Figure 1. M1 wires (run 1).
The bar under the picture is 20 microns long. Supply wires on this layer in gray.
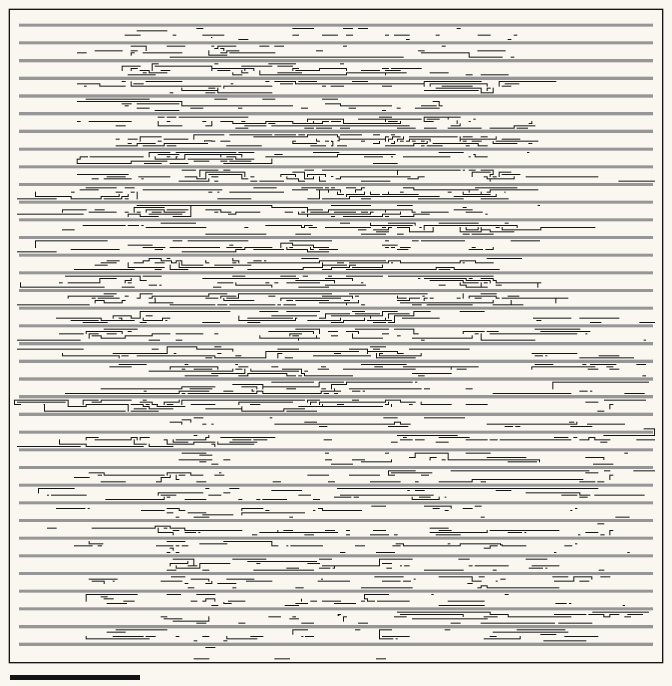
Figure 2. Signal wires on met2 (run 1).
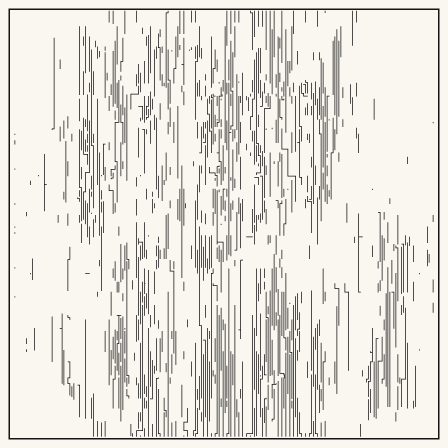
Figure 3. Signal wires on met3 (run 1).
The bar under the picture is 20 microns long. Cells faint in the background.
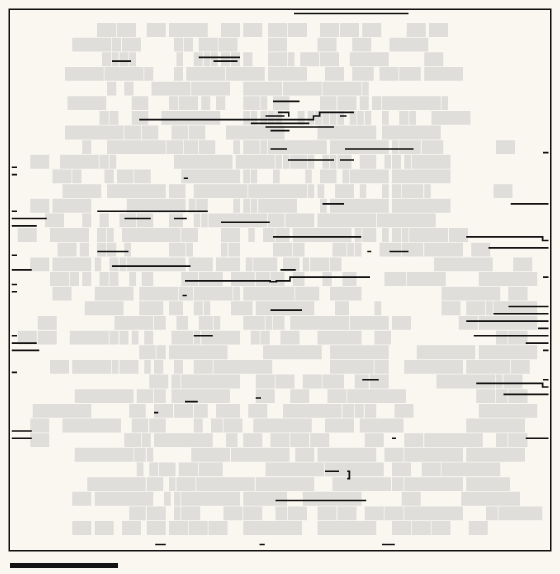
File: config.mk
export PLATFORM = sky130hd
export DESIGN_NAME = load_store_unit_flat
export DESIGN_NICKNAME = d
export VERILOG_FILES = /design/src/rtl/load_store_unit_if.sv /design/src/rtl/load_store_unit.sv /design/src/flat_wrapper.sv
export SDC_FILE = /design/constraint.sdc
export NUM_CORES = 1
export LEC_CHECK = 0
export CAP_MARGIN = 30
export CORE_UTILIZATION = 46
export CTS_BUF_LIST = sky130_fd_sc_hd__clkbuf_4
export DETAILED_ROUTE_END_ITERATION = 7
export GPL_TIMING_DRIVEN = 0
export HOLD_SLACK_MARGIN = 0.12
export PLACE_DENSITY = 0.78
export REMOVE_ABC_BUFFERS = 1
export SYNTH_ARGS = -nofsm -noshare
export SYNTH_HDL_FRONTEND = slang
export SYNTH_SLANG_ARGS = --single-unit
File: constraint.sdc
create_clock -name clk -period 4.8 [get_ports clk]
set_input_delay 0.96 -clock clk [delete_from_list [all_inputs] [get_ports clk]]
set_output_delay 0.96 -clock clk [all_outputs]
set_load 0.1 [all_outputs]
File: src/rtl/load_store_unit_if.sv
// Core request/response handshake plus the byte-wide data-memory port of the
// load/store sequencer, bundled so the core side and the memory side travel together.
interface load_store_unit_if;
   logic        req;
   logic        we;
   logic [1:0]  size;
   logic        uns;
   logic [7:0]  addr;
   logic [31:0] wdata;
   logic        ready;
   logic        done;
   logic        err;
   logic [31:0] rdata;
   logic [7:0]  mem_a;
   logic [7:0]  mem_wd;
   logic        mem_we;
   logic [7:0]  mem_rd;

   modport master (
      output req, we, size, uns, addr, wdata, mem_rd,
      input  ready, done, err, rdata, mem_a, mem_wd, mem_we
   );

   modport slave (
      input  req, we, size, uns, addr, wdata, mem_rd,
      output ready, done, err, rdata, mem_a, mem_wd, mem_we
   );
endinterface

File: src/rtl/load_store_unit.sv
// Splits byte/half/word loads and stores into little-endian single-byte accesses
// on an 8-bit, 256-entry memory; assembles and extends load results.
module load_store_unit (
   input  logic              clk,
   input  logic              rst,
   load_store_unit_if.slave  bus
);

   typedef enum logic [1:0] {IDLE = 2'd0, XFER = 2'd1, DONE = 2'd2} state_t;

   state_t      state_q, state_d;
   logic [1:0]  cnt_q, cnt_d;
   logic        err_q, err_d;
   logic        done_q, done_d;
   logic [31:0] rdata_q, rdata_d;
   logic        we_q, we_d;
   logic [1:0]  size_q, size_d;
   logic        uns_q, uns_d;
   logic [7:0]  addr_q, addr_d;
   logic [31:0] wdata_q, wdata_d;
   logic [23:0] buf_q, buf_d;
   logic [31:0] buf_full;
   logic [1:0]  last_cnt;

   function automatic logic bad_req(input logic [1:0] sz, input logic [7:0] a);
      bad_req = (sz == 2'b11) || (sz == 2'b01 && a[0]) || (sz == 2'b10 && a[1:0] != 2'b00);
   endfunction

   function automatic logic [31:0] extend_load(input logic [31:0] b, input logic [1:0] sz,
                                               input logic u);
      case (sz)
         2'b00:   extend_load = {{24{b[7] & ~u}}, b[7:0]};
         2'b01:   extend_load = {{16{b[15] & ~u}}, b[15:0]};
         default: extend_load = b;
      endcase
   endfunction

   always_ff @(posedge clk) begin
      if (!rst) begin
         state_q <= IDLE;
         cnt_q   <= 2'd0;
         err_q   <= 1'b0;
         done_q  <= 1'b0;
         rdata_q <= 32'd0;
      end else begin
         state_q <= state_d;
         cnt_q   <= cnt_d;
         err_q   <= err_d;
         done_q  <= done_d;
         rdata_q <= rdata_d;
      end
   end

   // Request fields and the load buffer only matter once a request is accepted.
   always_ff @(posedge clk) begin
      we_q    <= we_d;
      size_q  <= size_d;
      uns_q   <= uns_d;
      addr_q  <= addr_d;
      wdata_q <= wdata_d;
      buf_q   <= buf_d;
   end

   always_comb begin
      state_d  = state_q;
      cnt_d    = cnt_q;
      err_d    = err_q;
      done_d   = 1'b0;
      rdata_d  = rdata_q;
      we_d     = we_q;
      size_d   = size_q;
      uns_d    = uns_q;
      addr_d   = addr_q;
      wdata_d  = wdata_q;
      buf_d    = buf_q;
      last_cnt = {size_q[1], size_q[1] | size_q[0]};
      // The final byte is merged straight from mem_rd so rdata can update on the last edge.
      buf_full = {8'd0, buf_q};
      buf_full[{cnt_q, 3'b000} +: 8] = bus.mem_rd;
      case (state_q)
         IDLE: begin
            if (bus.req) begin
               we_d    = bus.we;
               size_d  = bus.size;
               uns_d   = bus.uns;
               addr_d  = bus.addr;
               wdata_d = bus.wdata;
               cnt_d   = 2'd0;
               err_d   = bad_req(bus.size, bus.addr);
               if (bad_req(bus.size, bus.addr)) begin
                  state_d = DONE;
                  done_d  = 1'b1;
               end else begin
                  state_d = XFER;
               end
            end
         end
         XFER: begin
            cnt_d = cnt_q + 2'd1;
            if (!we_q) buf_d = buf_full[23:0];
            if (cnt_q == last_cnt) begin
               state_d = DONE;
               done_d  = 1'b1;
               if (!we_q) rdata_d = extend_load(buf_full, size_q, uns_q);
            end
         end
         DONE:    state_d = IDLE;
         default: state_d = IDLE;
      endcase
   end

   always_comb begin
      bus.ready  = (state_q == IDLE);
      bus.done   = done_q;
      bus.err    = err_q;
      bus.rdata  = rdata_q;
      bus.mem_we = 1'b0;
      bus.mem_a  = 8'd0;
      bus.mem_wd = 8'd0;
      if (state_q == XFER) begin
         bus.mem_a  = addr_q + {6'd0, cnt_q};
         bus.mem_we = we_q;
         if (we_q) bus.mem_wd = wdata_q[{cnt_q, 3'b000} +: 8];
      end
   end

endmodule

File: src/flat_wrapper.sv
// flat-port wrapper written by rule: the top's interface ports become plain ports
module load_store_unit_flat 
  (clk, rst, bus_req, bus_we, bus_size, bus_uns, bus_addr, bus_wdata, bus_mem_rd, bus_ready, bus_done, bus_err, bus_rdata, bus_mem_a, bus_mem_wd, bus_mem_we);
  load_store_unit_if bus_i ();
  input  logic clk;
  input  logic rst;
  input wire logic [$bits(bus_i.req)-1:0] bus_req;
  input wire logic [$bits(bus_i.we)-1:0] bus_we;
  input wire logic [$bits(bus_i.size)-1:0] bus_size;
  input wire logic [$bits(bus_i.uns)-1:0] bus_uns;
  input wire logic [$bits(bus_i.addr)-1:0] bus_addr;
  input wire logic [$bits(bus_i.wdata)-1:0] bus_wdata;
  input wire logic [$bits(bus_i.mem_rd)-1:0] bus_mem_rd;
  output wire logic [$bits(bus_i.ready)-1:0] bus_ready;
  output wire logic [$bits(bus_i.done)-1:0] bus_done;
  output wire logic [$bits(bus_i.err)-1:0] bus_err;
  output wire logic [$bits(bus_i.rdata)-1:0] bus_rdata;
  output wire logic [$bits(bus_i.mem_a)-1:0] bus_mem_a;
  output wire logic [$bits(bus_i.mem_wd)-1:0] bus_mem_wd;
  output wire logic [$bits(bus_i.mem_we)-1:0] bus_mem_we;
  assign bus_i.req = bus_req;
  assign bus_i.we = bus_we;
  assign bus_i.size = bus_size;
  assign bus_i.uns = bus_uns;
  assign bus_i.addr = bus_addr;
  assign bus_i.wdata = bus_wdata;
  assign bus_i.mem_rd = bus_mem_rd;
  assign bus_ready = bus_i.ready;
  assign bus_done = bus_i.done;
  assign bus_err = bus_i.err;
  assign bus_rdata = bus_i.rdata;
  assign bus_mem_a = bus_i.mem_a;
  assign bus_mem_wd = bus_i.mem_wd;
  assign bus_mem_we = bus_i.mem_we;
  load_store_unit u_core (.clk(clk), .rst(rst), .bus(bus_i));
endmodule
==> impl_metrics.toml, run 1 <==
# generated from flow reports
[worst_hold_path]
holdCritPathClass = "flop to flop"
worstHoldStart = "u_core.bus.rdata[4]"

[sta]
hold-worst-slack_ps = 513
fin_tns_setup_ps = 0
fin_skew_ps = 26.2
setup_viol = 0
slew_viol_final = 0
rsz0062_at_grt = "no"
fin_crit_ps = 4440
fin_crit_sh_pct = 92.6
fmax_ghz = 0.225
worstMarginPinSlew_ps = 994

[global_routing]
gr-usage-all-layers_pct = 20.6
antenna_found_initial = 0
grt_pass1_vias = 3190
grt_max_degree = 27

[power]
switching_share_pct = 28.5
p_leak_nw = 2.03
switchingPower_uw = 517
clkPwrFrac_pct = 25.4
p_per_area_nw_per_um2 = 313
finalPower_mw = 1.81
power_frac_comb_pct = 16.6
max-vdd-ir-drop_uv = 159

[clocking]
cts_hold_buf = 0
numCtsBuffers = 9
tritoncts = "done"
post-cts-setup-buffers = 0
cts_resized = 0
clk_latency_ps = 440
cts_sinks = 106
clkTransAtPathRegs_ps = 170
clk_path_buf_depth = 2
cts_root_buf = "clkbuf_4"

[synthesis]
yosys_area_sq_um = 4440
synth_top_cell_by_count = "edfxtp_1"
postSynth.asyncResetShare_pct = 0
synth-seq-cells = 106
postSynthSeqShare_pct = 63.1
topCellsByArea = "edfxtp_1 (46%), dfxtp_1 (17%), nand2_1 (4.7%), mux4_2 (4.1%), a21oi_1 (2.9%)"
common_cells = "edfxtp_1 (68), nand2_1 (56), dfxtp_1 (38)"
synth-edff-count = 68
synth_area_sq_um = 4440
synth_area_per_cell_sq_um = 12.5
netlist_instances = 356

[floorplanning]
die-area_sq_um = 10100
core_area_sq_um = 9280
die_h_microns = 100
fp_util_pct = 47.8
die_w_microns = 100

[setup_path]
r2r-start = "u_core.cnt_q[0]"
crit_path_end_kind = "primary output"
required_ps = 3840
path_class = "flop to primary output"
crit_path_top_delay_cell = "clkdlybuf4s50_1"
startpoint = "u_core.cnt_q[0]"
crit_chain = "ha_1, fa_1, nand3_1, xor2_1, nor2_1, clkdlybuf4s50_1"
start_kind = "flop"
critPathArrivalTime_ps = 3480
slowest_delay_ps = 1150

[route]
drc = 0
routedWlPerCell_microns = 16.5
drt_iter0_drc = 180
drt_wl_total_mm = 9.80
vias_per_cell = 5.39
vias = 3202
firstDrtPassIters = 5

[finish]
fin_area_sq_um = 5810
nNetsFinal = 523
insertedDiodeCount = 0
final_layout_size_suffix_gt1_share_pct = 7.74
area_growth_pct = 30.7
final-instance-count-excl-fill = 594

[outcome]
status = "complete, no violations"

[place]
gp_congestion = 0.781
dp_hpwl_mm = 7.01
place_ws_ps = 774
port_buffers = 106

[flow_run]
warnings = 29
Back to the opening pictures, Figure 1:
wire length on this layer: 4300 microns
share of all routed wire: 44%

Back to the opening pictures, Figure 2:
main direction: vertical
wire length on this layer: 4870 microns
nets with wire on the layer: 448

Back to the opening pictures, Figure 3:
share of all routed wire: 4.5%
longest straight run: 32.2 microns

run 1: logic make-up (layout without fill, tap and decap cells):
logic type / count (synthesis) / in the layout / share of synthesized area (%)
AOI/OAI and AO/OA: 86 / 86 / 14.1
DFF: 106 / 106 / 63.1
adders and majority gates: 8 / 8 / 2.42
muxes: 9 / 9 / 4.28
xor gates and xnor gates: 6 / 6 / 1.18
buffers and inverters: 27 / 136 / 2.73
and+or+nand+nor: 114 / 114 / 12.2
run 1: worst paths after layout:
path	end	slack, ps	cells after the start
setup / recovery	bus_mem_a[6]	360	6
hold / removal	u_core.bus.rdata[4]	510	2
setup reg to reg	u_core.bus.rdata[22]	1400	6
hold reg to reg	u_core.bus.rdata[4]	510	2
run 1: routing by layer:
layer | vias up | part of all wire (%) | global-route usage, %
met2 | 107 | 50 | 35.2
met1 | 1524 | 44 | 27.1
met5 | - | 0 | 0
li1 | 1555 | - | -
met3 | 16 | 4.5 | 2.51
met4 | 0 | 1.9 | 7.36
run 1: flip-flops by register name, summed over array words and instances, names as in the netlist:
name and flops:
u_core.cnt_q 2, u_core.wdata_q 32, u_core.buf_q 24, u_core.we_q 1, u_core.bus.err 1, u_core.bus.done 1, u_core.state_q 2, u_core.uns_q 1
u_core.bus.rdata 32, u_core.addr_q 8, u_core.size_q 2
run 1: critical path, delay by kind of cell, from the launching register on:
kind                     cells  cell delay, ps
adder cells (fa/ha/maj)      2             580
buffers and inverters        1            1150
flip-flops                   1             970
AND/OR/NAND/NOR              2             200
XOR/XNOR                     1             150
run 1: final cells by class:
type                            count  area (sq um)
Timing Repair Buffer              112          1150
Tap cell                          129           161
Multi-Input combinational cell    223          1530
Clock inverter                      7          73.8
Sequential cell                   106          2800
Inverter                            8          30.0
Clock buffer                        9          67.6
Fill cell                         729          3480
run 1: power groups by stage:
| stage | Clock [mW] | Combinational, mW | Sequential, mW |
|---|---|---|---|
| finish | 0.461 | 0.302 | 1.05 |
| global route | 0.504 | 0.320 | 1.06 |
| CTS | 0.474 | 0.302 | 1.05 |
| detailed placement | 0 | 0.301 | 1.07 |
| global placement | 0 | 0.286 | 1.07 |
| floorplan | 0 | 0.141 | 1.11 |
run 1: cell usage in the layout (no fill, tap or decap), types with 8 or more instances in the layout:
master,instances
o221a_1,8
mux4_2,8
a21oi_1,26
nor2_1,20
clkdlybuf4s50_1,106
dfxtp_1,38
and3_1,9
edfxtp_1,68
nand2_1,56
o21ai_0,19
clkbuf_4,9
a311oi_1,8
==> run 1 -> run 2 <==
--- a/config.mk
+++ b/config.mk
@@ -12,7 +12,6 @@
 export GPL_TIMING_DRIVEN = 0
 export HOLD_SLACK_MARGIN = 0.12
 export PLACE_DENSITY = 0.78
-export REMOVE_ABC_BUFFERS = 1
 export SYNTH_ARGS = -nofsm -noshare
 export SYNTH_HDL_FRONTEND = slang
 export SYNTH_SLANG_ARGS = --single-unit
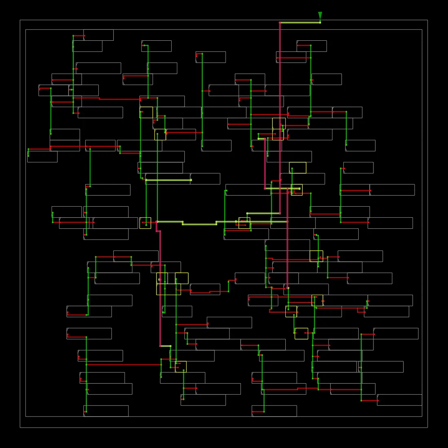
Figure 4: run 2, the clock network.
Power Clock: 439 uW
Num CTS Buffers: 9
flop count: 106
clk sink count: 106
clock skew: 21.6 ps

==> run 2 against run 1 <==
  * Via count is 4.0% higher
  * First-iteration DRC count is 24% lower
  * Hold slack gained 1.5 ps
  * Sequential power hardly changed
  * Largest cell class unchanged
  * Largest power group unchanged
==> impl_metrics.toml, run 2 <==
# generated from flow reports
[outcome]
status = "complete, no violations"

[global_routing]
antenna_found_initial = 0
grt_pass1_wl_mm = 16.3
gr-usage-all-layers_pct = 21.1
grt_pass1_vias = 3301
overflow = 0
grt_max_degree = 21

[synthesis]
logic_family = "AND-OR/OR-AND gates"
netlist_instances = 356
topCellsByArea = "edfxtp_1 (46%), dfxtp_1 (17%), nand2_1 (4.7%), mux4_2 (4.1%), a21oi_1 (2.9%)"
synth-warning-count = 0
fp_nets = 419
postSynth.asyncResetShare_pct = 0
synth_top_cell_by_count = "edfxtp_1"
ys_sh_mux_pct = 4.28
common_cells = "edfxtp_1 (68), nand2_1 (56), dfxtp_1 (38)"
ys.flop_type = "edfxtp_1"
synth_adder_area_share_pct = 2.42
aoi_share_pct = 14.1
top_area_share_pct = 46.0
xor_share_pct = 1.18
yosys_area_sq_um = 4440
synth_area_sq_um = 4440
postSynthSeqShare_pct = 63.1
top_area_cell = "edfxtp_1"
yosys.area_share.simple_pct = 12.2
synth-seq-cells = 106
ys_cells = 356
synth-edff-count = 68
synth_area_per_cell_sq_um = 12.5
yosysUniqueCellTypes = 48

[finish]
lay_top_cells = "clkdlybuf4s50_1 (106), edfxtp_1 (68), nand2_1 (56)"
insertedDiodeCount = 0
nNetsFinal = 540
fin_area_sq_um = 5880
area_growth_pct = 32.4
comb_area_sq_um = 1530
final-instance-count-excl-fill = 611
final_layout_size_suffix_gt1_share_pct = 8.92
regArea_sq_um = 2800
fin_util_pct = 63.3
lay_top_count = "clkdlybuf4s50_1"
nFillCells = 764

[route]
vias_per_cell = 5.45
ant_nets = 0
drc = 0
routedWlPerCell_microns = 16.3
firstDrtPassIters = 5
drt_iter0_drc = 137

[flow_run]
drv_cap = 0
warnings = 30

[setup_path]
start_kind = "flop"
crit_path_end_kind = "primary output"
path_class = "flop to primary output"
critPathMaxFanout = 10
required_ps = 3840
critPathArrivalTime_ps = 3090
reg2reg_depth = 7

[place]
place_ws_ps = 1220
port_buffers = 106
gp_congestion = 0.783
place_area_sq_um = 5740
dp_hpwl_mm = 7.41
place_inst = 595

[sta]
fmax_ghz = 0.247
rsz0062_at_grt = "no"
fin_crit_sh_pct = 84.5
fin_crit_ps = 4050
slew_viol_final = 0
hold-worst-slack_ps = 514
setup_ws_ps = 745
fin_tns_setup_ps = 0
slew_headroom_pct = 32.9
worstMarginPinSlew_ps = 1000
finalHoldViolations = 0
setup_viol = 0

[clocking]
tritoncts = "done"
clkTransAtPathRegs_ps = 170
post-cts-setup-buffers = 0
cts_max_level = 3
cts_resized = 0
cts_root_buf = "clkbuf_4"
cts_hold_buf = 0
clk_path_buf_depth = 2
clk_latency_ps = 460

[worst_hold_path]
holdCritPathClass = "flop to flop"
holdPathStages = 2

[power]
finalPower_mw = 1.80
max-vdd-ir-drop_uv = 165
p_leak_nw = 2.07
p_per_area_nw_per_um2 = 306

[floorplanning]
fp_util_pct = 47.8
die_h_microns = 100
core_area_sq_um = 9280
die_w_microns = 100
die-area_sq_um = 10100
ios = 107
rows = 35
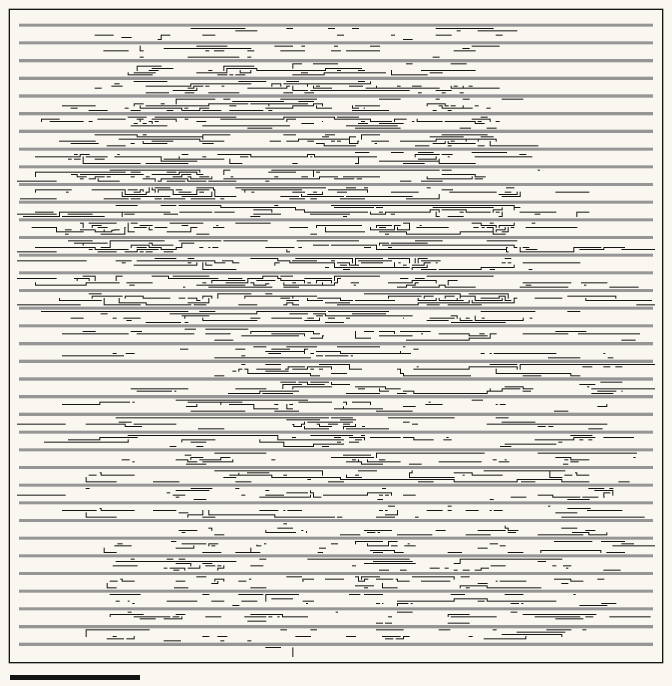
Figure 5: run 2, M1 wires.
The bar under the picture is 20 microns long. Supply wires on this layer in gray.
wire length on this layer: 4260 microns
nets with wire on the layer: 490
routed via count: 3331
met1 usage: 27.4%
Routed WL: 9.98 mm

[run 2: cell types whose count changed in the layout (fill, tap and decap cells not counted), sizes merged]
| cell | delta |
|---|---|
| bufinv | -1 |
| buf | +7 |
| clkinv | +1 |
| clkbuf | +10 |
[run 2: cell families (layout without fill, tap and decap cells)]
logic type               count (synthesis)  in the layout
AND-OR/OR-AND                           86             86
XOR/XNOR                                 6              6
adder cells (fa/ha/maj)                  8              8
buffers and inverters                   27            153
flip-flops                             106            106
multiplexers                             9              9
AND/OR/NAND/NOR                        114            114
[run 2: power breakdown]
part	internal, mW	switching, mW
combinational	0.116	0.203
sequential	1.02	0.0201
clock	0.121	0.317
total	1.26	0.540
[run 2: area by class of cell]
type                       count  area share [%]
tap                          129            2.75
multi-input combinational    223            26.0
sequential                   106            47.7
timing repair buffer         110            19.1
clock inverter                 7            1.21
clock buffer                   9            1.15
buffer                        19            1.55
inverter                       8           0.511
[run 2: worst max-delay path: stages (launching register included)]
cell,delay [ps]
dfxtp_1,560
buf_1,500
mux4_2,310
and3_1,150
clkdlybuf4s50_1,1140
[run 2: layer usage]
layer	vias up	share of wire, %	track usage (%)
met5	-	0	0
met4	0	2.0	9.25
met3	18	4.8	2.72
met2	102	50	35.6
met1	1629	43	27.4
li1	1582	-	-
[run 2: final timing paths]
path / endpoint / slack, ps / from
max: bus_mem_wd[7] / 750 / u_core.cnt_q[1]
min: u_core.bus.rdata[2] / 510 / u_core.bus.rdata[2]
max reg2reg: u_core.bus.rdata[13] / 1650 / u_core.cnt_q[1]
min reg2reg: u_core.bus.rdata[2] / 510 / u_core.bus.rdata[2]
==> run 2 -> run 3 <==
--- a/config.mk
+++ b/config.mk
@@ -6,12 +6,12 @@
 export NUM_CORES = 1
 export LEC_CHECK = 0
 export CAP_MARGIN = 30
-export CORE_UTILIZATION = 46
+export CORE_UTILIZATION = 51
 export CTS_BUF_LIST = sky130_fd_sc_hd__clkbuf_4
 export DETAILED_ROUTE_END_ITERATION = 7
 export GPL_TIMING_DRIVEN = 0
 export HOLD_SLACK_MARGIN = 0.12
-export PLACE_DENSITY = 0.78
+export PLACE_DENSITY = 0.82
 export SYNTH_ARGS = -nofsm -noshare
 export SYNTH_HDL_FRONTEND = slang
 export SYNTH_SLANG_ARGS = --single-unit
==> constraint.sdc (replaced) <==
create_clock -name clk -period 4 [get_ports clk]
set_input_delay 0.8 -clock clk [delete_from_list [all_inputs] [get_ports clk]]
set_output_delay 0.8 -clock clk [all_outputs]
set_load 0.1 [all_outputs]
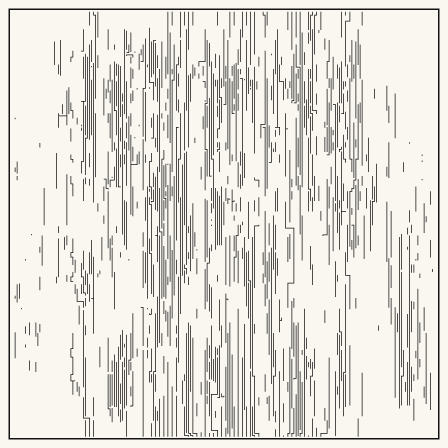
Figure 6: run 3, signal wires on met2.
nets with wire on the layer: 471
longest straight run: 38.1 microns
wire length on this layer: 5240 microns
routed via count: 3287
Routed WL: 10.2 mm
grt met2 use: 41.4%

==> run 3 against run 2 <==
  * Largest power group unchanged
  * Sequential share of layout area rose by 0.10 points
  * Global-route usage increased by 2.8 points
  * Critical path depth stayed put
  * Cell area decreased by 0.21%
  * Largest cell class unchanged
  * Area after synthesis did not move
==> impl_metrics.toml, run 3 <==
# generated from flow reports
[finish]
lay_top_cells = "clkdlybuf4s50_1 (98), edfxtp_1 (68), nand2_1 (56)"
insertedDiodeCount = 0
nNetsFinal = 540
area_growth_pct = 32.1
comb_area_sq_um = 1530
final_layout_size_suffix_gt1_share_pct = 8.92
regArea_sq_um = 2800
lay_top_count = "clkdlybuf4s50_1"
nFillCells = 593
final-instance-count-excl-fill = 587
fin_util_pct = 70.3

[place]
port_buffers = 106
place_inst = 571
dp_hpwl_mm = 7.45
place_ws_ps = 544
gp_congestion = 0.869

[synthesis]
ys.flop_type = "edfxtp_1"
top_area_cell = "edfxtp_1"
synth-seq-cells = 106
synth_area_sq_um = 4440
top_area_share_pct = 46.0
yosys_area_sq_um = 4440
synth_area_per_cell_sq_um = 12.5
synth-warning-count = 0
synth-edff-count = 68
yosysUniqueCellTypes = 48
fp_nets = 419
netlist_instances = 356
ys_cells = 356
postSynth.asyncResetShare_pct = 0
postSynthSeqShare_pct = 63.1
topCellsByArea = "edfxtp_1 (46%), dfxtp_1 (17%), nand2_1 (4.7%), mux4_2 (4.1%), a21oi_1 (2.9%)"
synth_top_cell_by_count = "edfxtp_1"
common_cells = "edfxtp_1 (68), nand2_1 (56), dfxtp_1 (38)"

[sta]
worstMarginPinSlew_ps = 1020
fin_crit_ps = 3850
slew_headroom_pct = 32.2
slew_viol_final = 0
finalHoldViolations = 0
fmax_ghz = 0.260
setup_viol = 0
fin_crit_sh_pct = 96.2
rsz0062_at_grt = "no"
setup_ws_ps = 151

[floorplanning]
ios = 107
die-area_sq_um = 9090
die_h_microns = 95.3
fp_util_pct = 53.3
rows = 33
core_area_sq_um = 8340
die_w_microns = 95.3

[clocking]
clkTransAtPathRegs_ps = 160
cts_max_level = 3
cts_root_buf = "clkbuf_4"
cts_hold_buf = 0
cts_sinks = 106
post-cts-setup-buffers = 0
numCtsBuffers = 9
clk_path_buf_depth = 2
clk_latency_ps = 460
cts_resized = 0
tritoncts = "done"

[route]
ant_nets = 0
routedWlPerCell_microns = 17.4
firstDrtPassIters = 4
vias_per_cell = 5.60
drt_iter0_drc = 223
drc = 0

[global_routing]
gr-usage-all-layers_pct = 23.9
grt_pass1_wl_mm = 16.1
antenna_found_initial = 0
grt_max_degree = 19
grt_pass1_vias = 3360
overflow = 0

[flow_run]
warnings = 30
drv_cap = 0

[setup_path]
path_class = "flop to primary output"
start_kind = "flop"
r2r-start = "u_core.cnt_q[1]"
critPathArrivalTime_ps = 3050
critPathMaxFanout = 10
required_ps = 3200
startpoint = "u_core.state_q[0]"
crit_path_end_kind = "primary output"

[worst_hold_path]
holdCritPathClass = "flop to flop"
worstHoldStart = "u_core.bus.rdata[1]"

[power]
max-vdd-ir-drop_uv = 183
finalPower_mw = 2.14
p_per_area_nw_per_um2 = 365
p_leak_nw = 2.21

[outcome]
status = "complete, no violations"
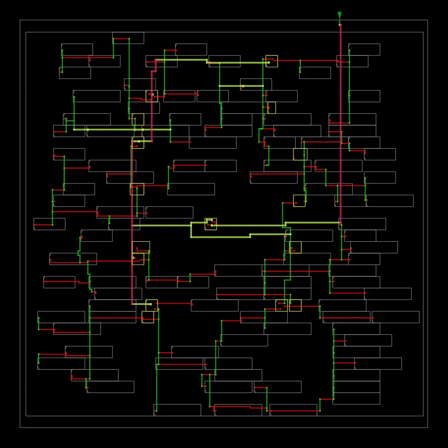
Figure 7: run 3, the clock network.
clock skew: 19.1 ps
clk_buf instances: 10

==> run 3: netlist changes by cell type in the layout (fill, tap and decap cells not counted) <==
| cell | change |
|---|---|
| clkinvlp_4 | +2 |
| buf_8 | -1 |
| clkdlybuf4s50_1 | -8 |
| clkbuf_4 | +1 |
| dlymetal6s2s_1 | +8 |
| inv_6 | -1 |
| clkinv_4 | -2 |
| buf_16 | +1 |
| clkinv_2 | +1 |
| clkinv_8 | -1 |
==> run 3: kinds of logic (layout without fill, tap and decap cells) <==
family	count (synthesis)	in the layout	share of synthesized area (%)
XOR/XNOR	6	6	1.18
adder cells (fa/ha/maj)	8	8	2.42
AND-OR/OR-AND	86	86	14.1
buffers and inverters	27	153	2.73
flip-flops	106	106	63.1
multiplexers	9	9	4.28
AND/OR/NAND/NOR	114	114	12.2
==> run 3: cell type report <==
class / instances / area share (%)
Clock inverter: 6 / 0.832
Tap cell: 105 / 2.24
Multi-Input combinational cell: 223 / 26.1
Buffer: 19 / 1.56
Inverter: 8 / 0.512
Timing Repair Buffer: 110 / 19.7
Clock buffer: 10 / 1.28
Sequential cell: 106 / 47.8
==> run 3: worst max-delay path: stages, from the launching register on <==
cell and delay (ps):
dfxtp_1 510, nor2b_1 370, clkbuf_1 390, and2_1 190, clkdlybuf4s50_1 1140
==> run 3: per-layer routing <==
metal / wire [microns] / vias up / track usage [%]
met5: 0 / - / 0
met1: 4340 / 1595 / 30.6
met2: 5240 / 94 / 41.4
li1: - / 1583 / -
met4: 174 / 0 / 7.58
met3: 451 / 15 / 4.07
==> run 3: metrics by stage <==
| step | setup TNS (ps) | hold WS, ps | cell area (sq um) |
|---|---|---|---|
| 6_report | 0 | 512 | 5870 |
| 5_1_grt | 0 | 553 | 5870 |
| 4_1_cts | 0 | 516 | 5850 |
| 3_5_place_dp | 0 | 482 | 5720 |
| 3_3_place_gp | -5940 | 487 | 5640 |
| 2_1_floorplan | 0 | 513 | 4450 |
==> run 3: worst paths after layout <==
check	endpoint	slack, ps	cells past startpoint
worst max-delay path	bus_mem_a[0]	150	4
worst min-delay path	u_core.bus.rdata[1]	510	2
worst max register to register	u_core.bus.rdata[15]	710	7
worst min register to register	u_core.bus.rdata[1]	510	2
==> run 3: report_power, final <==
| part | switching, mW | internal (mW) | total (mW) |
|---|---|---|---|
| clock network | 0.361 | 0.142 | 0.502 |
| registers | 0.0257 | 1.23 | 1.25 |
| logic | 0.244 | 0.140 | 0.384 |
| total | 0.630 | 1.51 | 2.14 |

==> notes/layouts.md <==
Pictures saved along the way, in no particular order.

The metal 4 layer.
Supply wires on this layer in gray.
Plate I
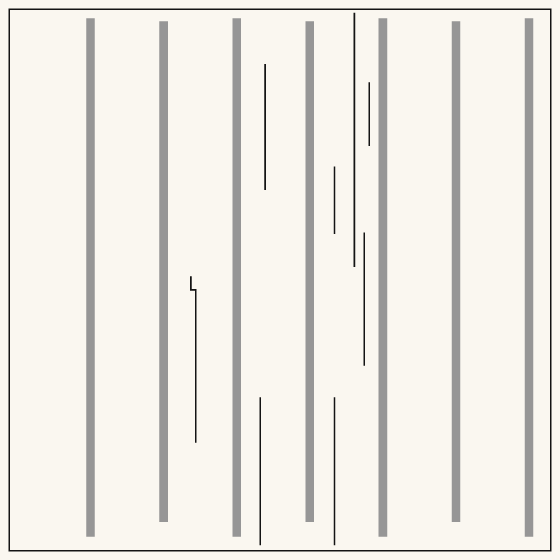
Plate II
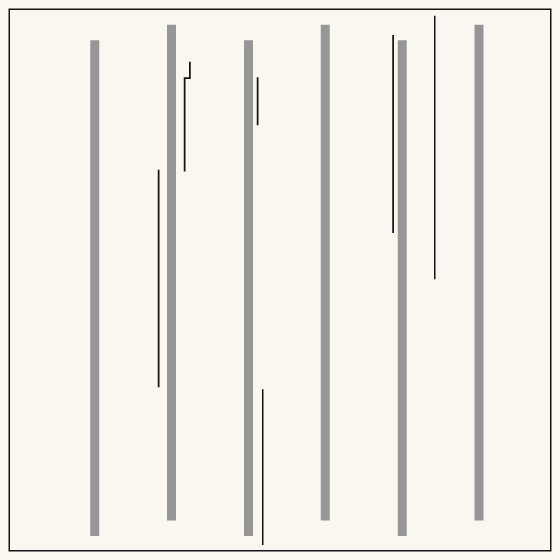
Plate I comes from run 2.
Plate II comes from run 3.

Key to Plate II:
wire length on this layer: 174 microns
share of all routed wire: 1.7%
nets with wire on the layer: 4

Power is estimated from default activity; no workload was simulated.
